--- config.mk ---
export PLATFORM = sky130hd
export DESIGN_NAME = i2s_serializer_flat
export DESIGN_NICKNAME = d
export VERILOG_FILES = /design/src/rtl/resampler_pkg.sv /design/src/rtl/i2s_serializer_if.sv /design/src/rtl/sample_fifo.sv /design/src/rtl/i2s_serializer.sv /design/src/flat_wrapper.sv
export SDC_FILE = /design/constraint.sdc
export NUM_CORES = 1
export LEC_CHECK = 0
export CORE_UTILIZATION = 45
export DETAILED_ROUTE_END_ITERATION = 8
export MAX_ROUTING_LAYER = met4
export PLACE_DENSITY = 0.68
export REMOVE_ABC_BUFFERS = 1
export SLEW_MARGIN = 20
export SYNTH_ARGS = -nofsm -noshare
export SYNTH_HDL_FRONTEND = slang
export SYNTH_SLANG_ARGS = --single-unit
--- constraint.sdc ---
create_clock -name clk -period 4.2 [get_ports clk]
set_clock_uncertainty 0.2 [all_clocks]
set_input_delay 1.26 -clock clk [delete_from_list [all_inputs] [get_ports clk]]
set_output_delay 1.26 -clock clk [all_outputs]
set_load 0.005 [all_outputs]
--- src/rtl/resampler_pkg.sv ---
// Shared definitions for the resampler output chain and its req/ack stages.
// Latency: none (types, constants and a constant function only).
// Backpressure: n/a.
// Contents: default sample width, four-phase handshake state encoding,
// log2 helper for FIFO and counter sizing.
package resampler_pkg;

   localparam int DEF_DWIDTH = 16;

   // Four-phase req/ack handshake: IDLE waits for req, ACK waits for req to drop.
   typedef enum logic {
      IDLE = 1'b0,
      ACK  = 1'b1
   } hs_state_t;

   // Ceiling log2, usable in parameter defaults.
   function automatic int log2_ceil(input int value);
      int r;
      r = 0;
      for (int i = 0; i < 31; i++) begin
         if ((1 << i) < value) begin
            r = i + 1;
         end
      end
      return r;
   endfunction

endpackage

--- src/rtl/i2s_serializer_if.sv ---
// Bundle of the serializer's producer handshake and DAC-side serial outputs.
// Latency: none (wiring only).
// Backpressure: ack_in is withheld by the serializer while its FIFO is full.
// Ports: req_in/data_in (producer -> serializer), ack_in, bclk, lrclk, sdata,
// underrun, fifo_level (serializer -> outside). slave = serializer side.
interface i2s_serializer_if
   import resampler_pkg::*;
#(
   parameter int DWIDTH   = DEF_DWIDTH,
   parameter int FIFO_LOG = 2
);
   logic                req_in;
   logic                ack_in;
   logic [0:DWIDTH-1]   data_in;   // bit 0 is the MSB
   logic                bclk;
   logic                lrclk;
   logic                sdata;
   logic                underrun;
   logic [FIFO_LOG:0]   fifo_level;

   modport master (
      output req_in, data_in,
      input  ack_in, bclk, lrclk, sdata, underrun, fifo_level
   );

   modport slave (
      input  req_in, data_in,
      output ack_in, bclk, lrclk, sdata, underrun, fifo_level
   );
endinterface

--- src/rtl/sample_fifo.sv ---
// Small sample FIFO between the input handshake and the frame shifter.
// Latency: write visible at the head one clk later; rd_dat is the current head (comb).
// Backpressure: full/empty only; the caller must not write when full or pop when empty.
// Ports: clk, rst (async, active-high), wr_en/wr_dat, rd_en/rd_dat, full, empty, level.
module sample_fifo
   import resampler_pkg::*;
#(
   parameter int DWIDTH     = DEF_DWIDTH,
   parameter int FIFO_DEPTH = 4,
   parameter int FIFO_LOG   = log2_ceil(FIFO_DEPTH)
) (
   input  logic                clk,
   input  logic                rst,
   input  logic                wr_en,
   input  logic [0:DWIDTH-1]   wr_dat,
   input  logic                rd_en,
   output logic [0:DWIDTH-1]   rd_dat,
   output logic                full,
   output logic                empty,
   output logic [FIFO_LOG:0]   level
);
   logic [0:DWIDTH-1]   mem_q [FIFO_DEPTH];
   logic [FIFO_LOG-1:0] wr_ptr_q, wr_ptr_d;
   logic [FIFO_LOG-1:0] rd_ptr_q, rd_ptr_d;
   logic [FIFO_LOG:0]   level_q, level_d;

   // Power-of-2 depth: pointers wrap by natural overflow.
   always_comb begin
      wr_ptr_d = wr_en ? wr_ptr_q + 1'b1 : wr_ptr_q;
      rd_ptr_d = rd_en ? rd_ptr_q + 1'b1 : rd_ptr_q;
      level_d  = level_q;
      case ({wr_en, rd_en})
         2'b10:   level_d = level_q + 1'b1;
         2'b01:   level_d = level_q - 1'b1;
         default: level_d = level_q;
      endcase
   end

   always_ff @(posedge clk or posedge rst) begin
      if (rst) begin
         wr_ptr_q <= '0;
         rd_ptr_q <= '0;
         level_q  <= '0;
      end else begin
         wr_ptr_q <= wr_ptr_d;
         rd_ptr_q <= rd_ptr_d;
         level_q  <= level_d;
      end
   end

   // Storage needs no reset: contents are meaningless once the pointers clear.
   always_ff @(posedge clk) begin
      if (wr_en) begin
         mem_q[wr_ptr_q] <= wr_dat;
      end
   end

   assign rd_dat = mem_q[rd_ptr_q];
   assign full   = (level_q == (FIFO_LOG+1)'(FIFO_DEPTH));
   assign empty  = (level_q == '0);
   assign level  = level_q;

endmodule

--- src/rtl/i2s_serializer.sv ---
// Mono-to-stereo left-justified serializer: req/ack input, FIFO, bclk/lrclk/sdata out.
// Latency: ack 1 clk after req sampled with space; sample leaves at the next frame start.
// Backpressure: ack_in withheld while the FIFO is full; req_in simply waits.
// Ports: clk, rst (async, active-high), bus (i2s_serializer_if.slave).
// Option: I2S_SERIALIZER_HOLD_LAST_EN repeats the last popped sample on underrun
// instead of sending zeros.
module i2s_serializer
   import resampler_pkg::*;
#(
   parameter int DWIDTH     = DEF_DWIDTH,
   parameter int FIFO_DEPTH = 4,
   parameter int FIFO_LOG   = log2_ceil(FIFO_DEPTH),
   parameter int BCLK_DIV   = 4
) (
   input logic              clk,
   input logic              rst,
   i2s_serializer_if.slave  bus
);
   localparam int DIVW = log2_ceil(BCLK_DIV);
   localparam int BW   = log2_ceil(2 * DWIDTH);
   localparam int IW   = log2_ceil(DWIDTH);
   localparam logic [DIVW-1:0] DIV_LAST = DIVW'(BCLK_DIV - 1);
   localparam logic [BW-1:0]   BIT_LAST = BW'(2 * DWIDTH - 1);
   localparam logic [BW-1:0]   SLOT_LEN = BW'(DWIDTH);

   hs_state_t           hs_state_q;
   logic                ack_q;

   logic                fifo_wr_en, fifo_rd_en, fifo_full, fifo_empty;
   logic [0:DWIDTH-1]   fifo_rd_dat;
   logic [FIFO_LOG:0]   fifo_level;

   logic [DIVW-1:0]     div_cnt_q, div_cnt_d;
   logic                bclk_q, bclk_d;
   logic [BW-1:0]       bit_cnt_q, bit_cnt_d;
   logic [0:DWIDTH-1]   sreg_q, sreg_d;
   logic                sdata_q, sdata_d;
   logic                lrclk_q, lrclk_d;
   logic                underrun_q, underrun_d;
`ifdef I2S_SERIALIZER_HOLD_LAST_EN
   logic [0:DWIDTH-1]   last_q, last_d;
`endif

   logic                div_last, shift_evt, frame_start;
   logic [BW-1:0]       slot_off;
   logic [IW-1:0]       bit_idx;

   // ---------------- input handshake ----------------
   assign fifo_wr_en = (hs_state_q == IDLE) && bus.req_in && !fifo_full;

   always_ff @(posedge clk or posedge rst) begin
      if (rst) begin
         hs_state_q <= IDLE;
         ack_q      <= 1'b0;
      end else begin
         case (hs_state_q)
            IDLE: if (fifo_wr_en) begin
               hs_state_q <= ACK;
               ack_q      <= 1'b1;
            end
            ACK: if (!bus.req_in) begin
               hs_state_q <= IDLE;
               ack_q      <= 1'b0;
            end
            default: begin
               hs_state_q <= IDLE;
               ack_q      <= 1'b0;
            end
         endcase
      end
   end

   sample_fifo #(
      .DWIDTH     (DWIDTH),
      .FIFO_DEPTH (FIFO_DEPTH),
      .FIFO_LOG   (FIFO_LOG)
   ) u_fifo (
      .clk    (clk),
      .rst    (rst),
      .wr_en  (fifo_wr_en),
      .wr_dat (bus.data_in),
      .rd_en  (fifo_rd_en),
      .rd_dat (fifo_rd_dat),
      .full   (fifo_full),
      .empty  (fifo_empty),
      .level  (fifo_level)
   );

   // ---------------- bit clock and frame shifter ----------------
   // A shift event is the clk edge where bclk falls; outputs for bit_cnt are
   // registered on that same edge, so lrclk and the slot MSB change together.
   assign div_last    = (div_cnt_q == DIV_LAST);
   assign shift_evt   = div_last && bclk_q;
   assign frame_start = shift_evt && (bit_cnt_q == '0);
   assign fifo_rd_en  = frame_start && !fifo_empty;

   // Bit position inside the current slot; both slots index the same sample.
   assign slot_off = (bit_cnt_q >= SLOT_LEN) ? bit_cnt_q - SLOT_LEN : bit_cnt_q;
   assign bit_idx  = slot_off[IW-1:0];

   always_comb begin
      div_cnt_d  = div_last ? '0 : div_cnt_q + 1'b1;
      bclk_d     = div_last ? ~bclk_q : bclk_q;
      bit_cnt_d  = bit_cnt_q;
      sreg_d     = sreg_q;
      sdata_d    = sdata_q;
      lrclk_d    = lrclk_q;
      underrun_d = 1'b0;
`ifdef I2S_SERIALIZER_HOLD_LAST_EN
      last_d     = fifo_rd_en ? fifo_rd_dat : last_q;
`endif
      if (shift_evt) begin
         bit_cnt_d = (bit_cnt_q == BIT_LAST) ? '0 : bit_cnt_q + 1'b1;
         lrclk_d   = (bit_cnt_q >= SLOT_LEN);
         if (frame_start) begin
            if (fifo_empty) begin
               underrun_d = 1'b1;
`ifdef I2S_SERIALIZER_HOLD_LAST_EN
               sreg_d     = last_q;
`else
               sreg_d     = '0;
`endif
            end else begin
               sreg_d = fifo_rd_dat;
            end
            sdata_d = sreg_d[0];
         end else begin
            sdata_d = sreg_q[bit_idx];
         end
      end
   end

   always_ff @(posedge clk or posedge rst) begin
      if (rst) begin
         div_cnt_q  <= '0;
         bclk_q     <= 1'b0;
         bit_cnt_q  <= '0;
         sreg_q     <= '0;
         sdata_q    <= 1'b0;
         lrclk_q    <= 1'b0;
         underrun_q <= 1'b0;
`ifdef I2S_SERIALIZER_HOLD_LAST_EN
         last_q     <= '0;
`endif
      end else begin
         div_cnt_q  <= div_cnt_d;
         bclk_q     <= bclk_d;
         bit_cnt_q  <= bit_cnt_d;
         sreg_q     <= sreg_d;
         sdata_q    <= sdata_d;
         lrclk_q    <= lrclk_d;
         underrun_q <= underrun_d;
`ifdef I2S_SERIALIZER_HOLD_LAST_EN
         last_q     <= last_d;
`endif
      end
   end

   assign bus.ack_in     = ack_q;
   assign bus.bclk       = bclk_q;
   assign bus.lrclk      = lrclk_q;
   assign bus.sdata      = sdata_q;
   assign bus.underrun   = underrun_q;
   assign bus.fifo_level = fifo_level;

endmodule

--- src/flat_wrapper.sv ---
// flat-port wrapper written by rule: the top's interface ports become plain ports
module i2s_serializer_flat import resampler_pkg::*;
#(
   parameter int DWIDTH     = DEF_DWIDTH,
   parameter int FIFO_DEPTH = 4,
   parameter int FIFO_LOG   = log2_ceil(FIFO_DEPTH),
   parameter int BCLK_DIV   = 4
)
  (clk, rst, bus_req_in, bus_data_in, bus_ack_in, bus_bclk, bus_lrclk, bus_sdata, bus_underrun, bus_fifo_level);
  i2s_serializer_if #(.DWIDTH(DWIDTH), .FIFO_LOG(FIFO_LOG)) bus_i ();
  input logic clk;
  input logic rst;
  input wire logic [$bits(bus_i.req_in)-1:0] bus_req_in;
  input wire logic [$bits(bus_i.data_in)-1:0] bus_data_in;
  output wire logic [$bits(bus_i.ack_in)-1:0] bus_ack_in;
  output wire logic [$bits(bus_i.bclk)-1:0] bus_bclk;
  output wire logic [$bits(bus_i.lrclk)-1:0] bus_lrclk;
  output wire logic [$bits(bus_i.sdata)-1:0] bus_sdata;
  output wire logic [$bits(bus_i.underrun)-1:0] bus_underrun;
  output wire logic [$bits(bus_i.fifo_level)-1:0] bus_fifo_level;
  assign bus_i.req_in = bus_req_in;
  assign bus_i.data_in = bus_data_in;
  assign bus_ack_in = bus_i.ack_in;
  assign bus_bclk = bus_i.bclk;
  assign bus_lrclk = bus_i.lrclk;
  assign bus_sdata = bus_i.sdata;
  assign bus_underrun = bus_i.underrun;
  assign bus_fifo_level = bus_i.fifo_level;
  i2s_serializer #(.DWIDTH(DWIDTH), .FIFO_DEPTH(FIFO_DEPTH), .FIFO_LOG(FIFO_LOG), .BCLK_DIV(BCLK_DIV)) u_core (.clk(clk), .rst(rst), .bus(bus_i));
endmodule
placement.png
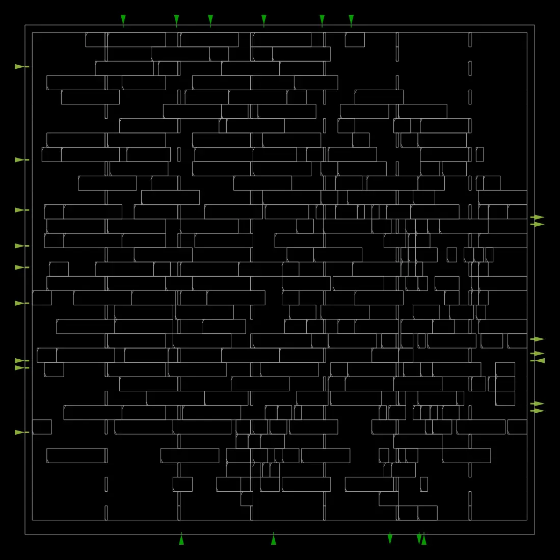
std cell rows: 34
Post-Layout Cell Count: 370
Fill cells: 704
Seq/total area: 61.7%
core area: 8680 um2

clk_routes.png
(3 px per um)
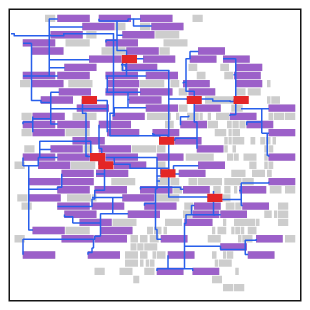
blue -> clock wires  # length 1,070 um
purple -> flip-flops  # count 100
red -> clock drivers  # count 9
routed clock nets = 10
Power Clock: 569 uW
clock latency on the worst-skew pair: 0.36 ns
Clk pwr share: 25.0%

placement_by_type.png
(3 px per um)
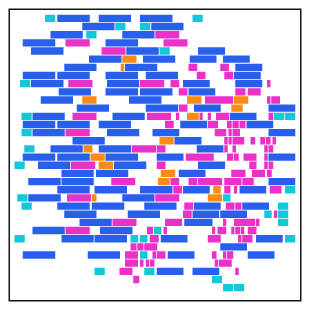
blue -> flops  # cells 100
magenta -> combinational and other logic  # cells 114
orange -> clock drivers and dummy loads  # cells 16
cyan -> other buffers and delay cells  # cells 32

io_fan.png
(4 px per um)
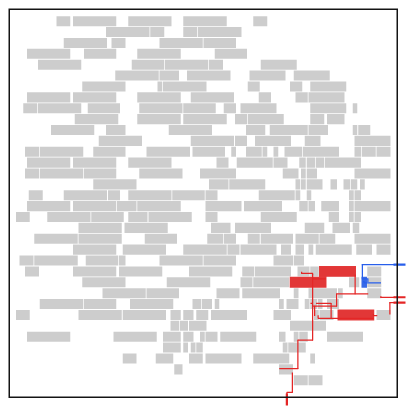
red -> `bus_fifo_level`  # bits 3, direction output, edge 2 right, 1 bottom, end cells 3, buffers 3, wire 101 um
blue -> `rst`  # bits 1, direction input, edge right, end cells 1, buffers 1, wire 18.4 um

==> summary.txt <==
Logic pwr share -> 17.4%
mapped cell area -> 4030 um2
fp util -> 46.4%
vias in the first global route -> 1,979
register area -> 2820 um2
post_cts resized -> 0
worst min-delay path class -> reg2reg
Biggest Area Class -> registers
Worst Hold Endpoint -> u_core.div_cnt_q[0]$_DFF_PP0_
Synth area leader -> edfxtp_1
clock-pin slew on the worst setup and hold paths -> 0.10 ns
EDFF count, synth -> 64
Num CTS Buffers -> 9
Hold Crit Depth -> 1
FFs w/ async S/R, synth -> 36.0%
DRT antenna net count -> 0
first-pass GRT wire length -> 10,300 um
Worst Setup EP -> u_core.u_fifo.level[2]$_DFFE_PP0P_
Area Growth Syn to Fin -> 13.6%
Finished Cell Area -> 4580 um2
Avg Vias per Cell -> 5.25
Non-CTS buffers -> 32
status -> finished, final reports clean
Worst Setup End Kind -> register
ANT cells -> 0
warnings from Yosys -> 0
Peak supply drop -> 0.191 mV
hold_buf cts -> 0
Synth top cells by count -> edfxtp_1 (64), dfrtp_1 (36), mux4_2 (17), a22o_1 (15)
wire length on met3 -> 245 um
pwr dens -> 498 nW/um2
Top Metal Used -> met4
CTS HTree Levels -> 3
Yosys cell types -> 35
Ports -> 27
P_leak -> 0.00171 uW
GRT Residual Overflow -> 0
Post-CTS Setup Bufs -> 0
buffer share of cell area -> 6.67%
GR Util met3 -> 4.34%
total iterations of the first detailed-routing run -> 4
final setup fails -> 0
ys cells -> 224
Sink Count -> 100
Setup CP Type -> in2reg
tool warnings -> 29
CP Max Fanout -> 9
overall routed net length -> 6180 um
GR Util met2 -> 21.5%
placed cell count -> 354
largest reg by FF count -> u_core.u_fifo.mem_q
Post-DP Area -> 4400 um2
WP depth -> 10
NumNets Final -> 286
die width -> 96.6 um
n_taps -> 108
WL/cell -> 16.7 um
clkbuf count -> 9
most frequent cell after synthesis -> edfxtp_1
met1 Track Usage GR -> 20.1%
clock-cell share of area -> 3.99%
Worst Reg-to-Reg Cells -> 11
Pins Over Slew Limit -> 0
post-route minimum period -> 3.11 ns
Int Pwr -> 1670 uW
Max-Cap Viols -> 0
critical path's top delay family -> buffers and inverters
GPL Wtd Cong -> 0.769
Largest register FFs -> 64
Least-Margin Pin Slew -> 0.773 ns
Max stage delay on crit path -> 0.51 ns
number of logic gates -> 103
Overall Global Routing Usage -> 14.9%
Worst EP arrival -> 3.15 ns
Max transition margin -> 48.5%
Top cells excl fill/tap -> edfxtp_1 (64), dfrtp_1 (35), clkdlybuf4s50_1 (26)
Flop pwr share -> 57.7%
Post-Syn Instances -> 224
NetSw -> 612 uW
initial antenna violation count -> 0
wl on met1 -> 2900 um
PortBufs -> 26
Die Ht -> 96.6 um
Worst Path Required -> 4.24 ns
critical-path cell list -> clkdlybuf4s50_1 -> inv_2 -> a211oi_2 -> inv_2 -> ha_1 -> inv_1 -> fa_1 -> xor2_1 -> nor2_1 -> xor2_1
per-stage QoR:
stage               hold slack, ns  util [%]
floorplan                    0.203         -
global placement             0.215      50.6
detailed placement           0.222      50.7
CTS                          0.235      52.8
global route                 0.254      52.8
finish                       0.229      52.8
power groups by stage:
| stage | registers, uW | clock network [uW] | logic, uW |
|---|---|---|---|
| after global placement | 1330 | 0 | 391 |
| after detailed placement | 1340 | 0 | 404 |
| after global routing | 1340 | 627 | 438 |
| after CTS | 1320 | 589 | 404 |
| after floorplan | 1310 | 0 | 267 |
| final | 1310 | 569 | 396 |
kinds of logic after synthesis:
kind of cell	synth area share, %
simple gates	4.66
fa+ha+maj	3.29
buf+inv	2.89
xor+xnor	1.71
compound gates	4.75
flops	70.0
mux	12.7
Power figures rest on the tool's default switching activity, not on a simulated workload.
